**src/rtl/punc_arb_pkg.sv**
```systemverilog
// Shared constants for the PUnC memory arbiter: arbitration states and
// read-return owner encodings.
package punc_arb_pkg;

    localparam logic ARB_OPEN      = 1'b0;
    localparam logic ARB_CORE_LOCK = 1'b1;

    localparam logic [1:0] OWN_NONE = 2'd0;
    localparam logic [1:0] OWN_CORE = 2'd1;
    localparam logic [1:0] OWN_DBG  = 2'd2;

endpackage

```
**src/rtl/punc_starve_counter.sv**
```systemverilog
// Saturating wait counter used by the arbiter's debug starvation guard.
// Only compiled when PUNC_ARB_STARVE_GUARD_EN is defined.
`ifdef PUNC_ARB_STARVE_GUARD_EN
module punc_starve_counter #(
    parameter int LIMIT = 8
) (
    input  logic clk,
    input  logic rst,
    input  logic inc,
    input  logic clr,
    output logic at_limit
);

    localparam int CW = $clog2(LIMIT + 1);

    logic [CW-1:0] count;

    assign at_limit = (count == CW'(LIMIT));

    // A clear wins over an increment in the same cycle.
    always_ff @(posedge clk) begin
        if (rst || clr) begin
            count <= '0;
        end else if (inc && !at_limit) begin
            count <= count + CW'(1);
        end
    end

endmodule
`endif

```
**src/rtl/punc_mem_arbiter.sv**
```systemverilog
// Arbiter sharing PUnC's single-port synchronous memory between the core and
// a debug/loader port. Optional debug starvation guard: PUNC_ARB_STARVE_GUARD_EN.
module punc_mem_arbiter #(
    parameter int ADDR_W       = 16,
    parameter int DATA_W       = 16,
    parameter int STARVE_LIMIT = 8
) (
    input  logic              clk,
    input  logic              rst,
    input  logic              core_req,
    input  logic              core_we,
    input  logic              core_lock,
    input  logic [ADDR_W-1:0] core_addr,
    input  logic [DATA_W-1:0] core_wdata,
    output logic              core_gnt,
    output logic              core_rvalid,
    output logic [DATA_W-1:0] core_rdata,
    input  logic              dbg_req,
    input  logic              dbg_we,
    input  logic [ADDR_W-1:0] dbg_addr,
    input  logic [DATA_W-1:0] dbg_wdata,
    output logic              dbg_gnt,
    output logic              dbg_rvalid,
    output logic [DATA_W-1:0] dbg_rdata,
    output logic              mem_en,
    output logic              mem_we,
    output logic [ADDR_W-1:0] mem_addr,
    output logic [DATA_W-1:0] mem_wdata,
    input  logic [DATA_W-1:0] mem_rdata
);

    import punc_arb_pkg::*;

    logic       state;
    logic [1:0] owner;
    logic       dbg_force;

`ifdef PUNC_ARB_STARVE_GUARD_EN
    logic starve_at_limit;

    punc_starve_counter #(
        .LIMIT(STARVE_LIMIT)
    ) u_starve (
        .clk      (clk),
        .rst      (rst),
        .inc      (dbg_req & ~dbg_gnt),
        .clr      (dbg_gnt),
        .at_limit (starve_at_limit)
    );

    assign dbg_force = starve_at_limit & dbg_req;
`else
    logic unused_starve_cfg;

    assign unused_starve_cfg = ^STARVE_LIMIT;
    assign dbg_force         = 1'b0;
`endif

    // A locked core keeps the memory even while idle; the guard never breaks a lock.
    always_comb begin
        core_gnt = 1'b0;
        dbg_gnt  = 1'b0;
        if (!rst) begin
            if (state == ARB_CORE_LOCK) begin
                core_gnt = core_req;
            end else if (dbg_force) begin
                dbg_gnt = 1'b1;
            end else if (core_req) begin
                core_gnt = 1'b1;
            end else if (dbg_req) begin
                dbg_gnt = 1'b1;
            end
        end
    end

    assign mem_en    = core_gnt | dbg_gnt;
    assign mem_we    = (core_gnt & core_we) | (dbg_gnt & dbg_we);
    assign mem_addr  = dbg_gnt ? dbg_addr  : core_addr;
    assign mem_wdata = dbg_gnt ? dbg_wdata : core_wdata;

    assign core_rvalid = !rst && (owner == OWN_CORE);
    assign dbg_rvalid  = !rst && (owner == OWN_DBG);
    assign core_rdata  = mem_rdata;
    assign dbg_rdata   = mem_rdata;

    // Owner remembers who issued last cycle's read so the data is steered back to it.
    always_ff @(posedge clk) begin
        if (rst) begin
            state <= ARB_OPEN;
            owner <= OWN_NONE;
        end else begin
            if (state == ARB_OPEN && core_gnt && core_lock) begin
                state <= ARB_CORE_LOCK;
            end else if (state == ARB_CORE_LOCK && core_gnt && !core_lock) begin
                state <= ARB_OPEN;
            end

            if (core_gnt && !core_we) begin
                owner <= OWN_CORE;
            end else if (dbg_gnt && !dbg_we) begin
                owner <= OWN_DBG;
            end else begin
                owner <= OWN_NONE;
            end
        end
    end

endmodule
```
**config.mk**
```make
export PLATFORM = sky130hd
export DESIGN_NAME = punc_mem_arbiter
export DESIGN_NICKNAME = d
export VERILOG_FILES = /design/src/rtl/punc_arb_pkg.sv /design/src/rtl/punc_starve_counter.sv /design/src/rtl/punc_mem_arbiter.sv
export SDC_FILE = /design/constraint.sdc
export NUM_CORES = 1
export LEC_CHECK = 0
export ABC_CLOCK_PERIOD_IN_PS = 5280
export CAP_MARGIN = 0
export CORE_UTILIZATION = 23
export DETAILED_ROUTE_END_ITERATION = 7
export PLACE_DENSITY = 0.87
export SYNTH_ARGS = -nofsm -noshare
export SYNTH_HDL_FRONTEND = slang
export SYNTH_SLANG_ARGS = --single-unit
export TNS_END_PERCENT = 5
```
**constraint.sdc**
```tcl
create_clock -name clk -period 5.28 [get_ports clk]
set_input_delay 1.056 -clock clk [delete_from_list [all_inputs] [get_ports clk]]
set_output_delay 1.056 -clock clk [all_outputs]
set_load 0.01 [all_outputs]
```
Clock distribution:
Drawn at 4 px/um.
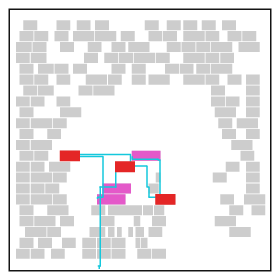
[clock wires] cyan | length: 102 um
[clock-net drivers] red | count: 3
[flip-flops] magenta | count: 3
routed clock nets: 4
power share of the clock group: 28.8%
clock latency on the worst-skew pair: 0.21 ns
Clk. pwr: 66.9 uW
Clock Skews: 0.0000164 ns

Gate-type map:
Drawn at 4 px/um.
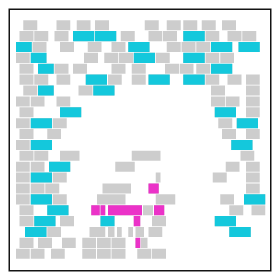
[mux cells] cyan | cells: 33 | where: widely spread
[nor cells] magenta | cells: 7 | where: bottom middle
non-filler cells, final: 210
logic share of the area: 31.0%
Commonest Layout Cell: clkdlybuf4s50_1

==> results.py <==
# Synthesis and PnR figures
metrics = {
    "critical_path": {
        "arrival_ns": 3.32,
        "crit_path_end_kind": "primary output",
        "r2r_start": "state",
        "slowest_delay_ns": 0.57,
        "cp_num_cells": 5,
        "criticalPathCategory": "in2out",
        "worst-r2r-cell-count": 3,
        "required_ns": 4.22,
        "cpLargestDelayFamily": "buffers and inverters",
        "cp_slowest_cell": "clkdlybuf4s50_1",
        "ff2ff_setup_slack_ns": 3.91,
        "cp_max_fo": 34,
        "cpMostUsedCell": "clkdlybuf4s50_1",
        "critPathBufInv": 3,
        "start_kind": "input port",
        "crit_chain": "clkdlybuf4s50_1 -> nor4b_4 -> buf_4 -> mux2_2 -> clkdlybuf4s50_1",
        "r2r_end": "owner[1]",
    },
    "final_layout": {
        "fin_nets": 250,
        "drive_gt1_share_pct": 22.8,
        "syn_to_final_growth_pct": 99.5,
        "fillers": 361,
        "final_area_sq_um": 1820,
        "antennaDiodeCount": 0,
    },
    "synthesis": {
        "yosys_cells": 85,
        "syn_inst": 85,
        "avgSynthCellArea_sq_um": 10.7,
        "ys.flops": 3,
        "yosysSeqAreaShare_pct": 6.58,
        "syn_nets": 172,
        "yosys_warnings": 0,
        "synth_cell_types": 16,
        "syn_area_sq_um": 913,
        "ys_area_sq_um": 913,
    },
    "placed_design": {
        "gp_congestion": 0.764,
        "numPortBuffers": 108,
        "dpl-instance-area_sq_um": 1780,
        "dp_hpwl_um": 2100,
    },
    "detailed_routing": {
        "dr_wl_met3_um": 401,
        "wire_per_inst_um": 12.0,
        "via_count": 882,
        "drtIter0Drc": 18,
        "m1WireLength_um": 838,
        "viasPerCell": 4.20,
        "drtPass1Iterations": 2,
        "top_layer": "met4",
        "ant_nets": 0,
        "postRouteWirelength_um": 2530,
        "drc_errors": 0,
        "wl_met2_um": 1260,
    },
    "timing": {
        "tightest_slew_ns": 0.552,
        "grt_setup_unrepaired": "no",
        "finalSetupViolCount": 0,
        "timing.fmax_mhz": 229,
        "min_period_ns": 4.37,
        "hold_violations": 0,
        "finalMaxSlewViolations": 0,
        "slew_headroom_pct": 63.2,
        "period_used_pct": 82.8,
        "fin_tns_setup_ns": 0,
    },
    "global_routing": {
        "antenna_found_initial": 0,
        "overflow": 0,
        "grt.total_usage_pct": 11.6,
        "grt_pass1_wl_um": 3730,
        "grt_pass1_vias": 847,
        "grt_max_degree": 35,
    },
    "pwr": {
        "p_leak_nw": 0.724,
        "power_density_nw_per_um2": 127,
        "vdd_drop_max_mv": 0.100,
    },
    "worst_hold_path": {
        "hold_start": "state",
        "worst_hold_path.endpoint": "state",
        "hp-class": "reg2reg",
        "hold_depth": 2,
    },
    "die": {
        "die_h_um": 65.0,
        "ios": 157,
        "fp-utilization_pct": 24.4,
        "coreArea_sq_um": 3740,
        "die_area_sq_um": 4230,
        "num_rows": 22,
        "die_w_um": 65.0,
    },
    "cts": {
        "cts_inserted_buffers": 3,
        "cts_tree": "yes",
        "cts_buffer_depth": 2,
        "hold_buffers": 0,
        "cts_resized": 0,
        "clk_pin_slew_ns": 0.03,
        "root_buffer": "clkbuf_8",
        "htree_levels": 1,
        "cts_setup_buffers": 0,
        "cts.sinks": 3,
    },
    "run_status": {
        "status": "completed",
    },
    "flow_run": {
        "warning_count": 26,
        "cap_viol_max_count": 0,
    },
}
A small window of the routed layout:
Region (36, 36) to (61, 61) um. Cells in gray, sequential cells in the stronger gray; small squares are vias.
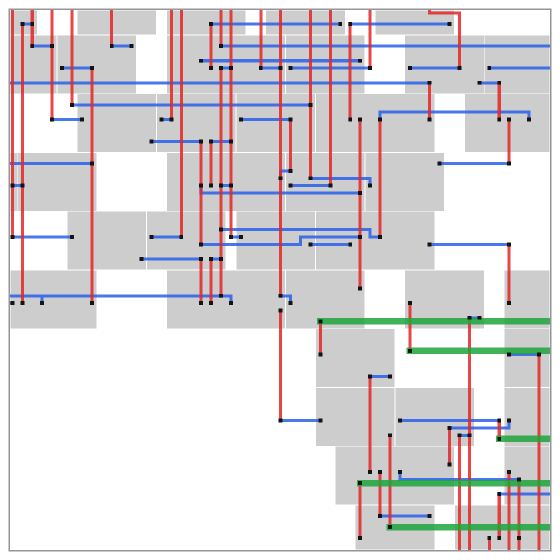
[M2] red
[M1] blue
[M3] green
most frequent: clkdlybuf4s50_1 (24), mux2_4 (9)
cells with their middle in the window: 33
sequential cells in the window: 0

[metrics by stage]
| step | power [mW] | util, % | instances | setup WS, ns | hold slack, ns |
|---|---|---|---|---|---|
| after CTS | 0.237 | 48.7 | 210 | 0.878 | 0.575 |
| final | 0.232 | 48.7 | 210 | 0.908 | 0.569 |
| after global routing | 0.247 | 48.7 | 210 | 0.770 | 0.614 |
| after floorplan | 0.101 | - | 85 | 2.04 | 0.535 |
| after global placement | 0.165 | 47.5 | 206 | 0.931 | 0.591 |
| after detailed placement | 0.167 | 47.5 | 206 | 0.883 | 0.571 |
[how the worst max path moves through the flow]
stage          from            end  slack [ns]
6_report        rst    mem_addr[0]        0.91
5_1_grt         rst    mem_addr[0]        0.77
4_1_cts         rst    mem_addr[0]        0.88
3_5_place_dp    rst    mem_addr[0]        0.88
3_3_place_gp    rst   mem_addr[15]        0.93
2_1_floorplan   rst  mem_wdata[10]        2.04
[registers in the layout (all words and copies together), names as in the netlist]
register  cells
state         1
owner         2
[cell usage after synthesis (all sizes together)]
library cell   n  area, sq um
buf           36          285
nor4b          1         23.8
nor3b          2         15.0
nor2b          1         6.26
nor3           1         5.00
a21oi          2         10.0
mux2          32          465
nor2           2         7.51
nand4bb        1         11.3
inv            1         3.75
nand2b         1         6.26
mux2i          1         10.0
dfxtp          3         60.1
nand2          1         3.75
[cell families (layout without fill, tap and decap cells)]
| group | count (synthesis) | after routing | share of synthesized area [%] |
|---|---|---|---|
| buf+inv | 37 | 114 | 31.6 |
| mux | 33 | 33 | 52.1 |
| flops | 3 | 3 | 6.58 |
| simple gates | 10 | 10 | 8.63 |
| compound gates | 2 | 2 | 1.10 |
[placed cells by master, fill, tap and decap left out]
cell type	count
a21oi_1	2
buf_4	1
clkbuf_1	1
clkbuf_8	3
clkdlybuf4s50_1	108
dfxtp_1	3
inv_1	1
mux2_2	4
mux2_4	28
mux2i_1	1
nand2_1	1
nand2b_1	1
nand4bb_1	1
nor2_1	2
nor2b_1	1
nor3_1	1
nor3b_1	2
nor4b_4	1
[power breakdown]
part	leakage (nW)	internal, mW	switching [mW]
clock	0.0228	0.0515	0.0154
combinational	0.677	0.104	0.0371
sequential	0.0246	0.0238	0.000840
total	0.724	0.179	0.0533
[tightest hold or removal path: stages, from the launching register on]
cell     delay, ns
dfxtp_1       0.34
mux2i_1       0.13
nor2_1        0.05
[routing by layer]
layer	GRT usage, %	up-vias
li1	-	415
met1	11.1	389
met2	19.8	73
met3	6.87	5
met4	5.16	0
met5	0	-
[layout make-up]
| class | instances | area [sq um] | area share (%) |
|---|---|---|---|
| multi-input combinational | 45 | 564 | 31.0 |
| sequential | 3 | 60.1 | 3.30 |
| timing repair buffer | 109 | 1090 | 59.8 |
| inverter | 1 | 3.75 | 0.206 |
| tap | 48 | 60.1 | 3.30 |
| clock buffer | 4 | 45.0 | 2.47 |
No activity file was given, so power comes from the tool's default toggle rates.
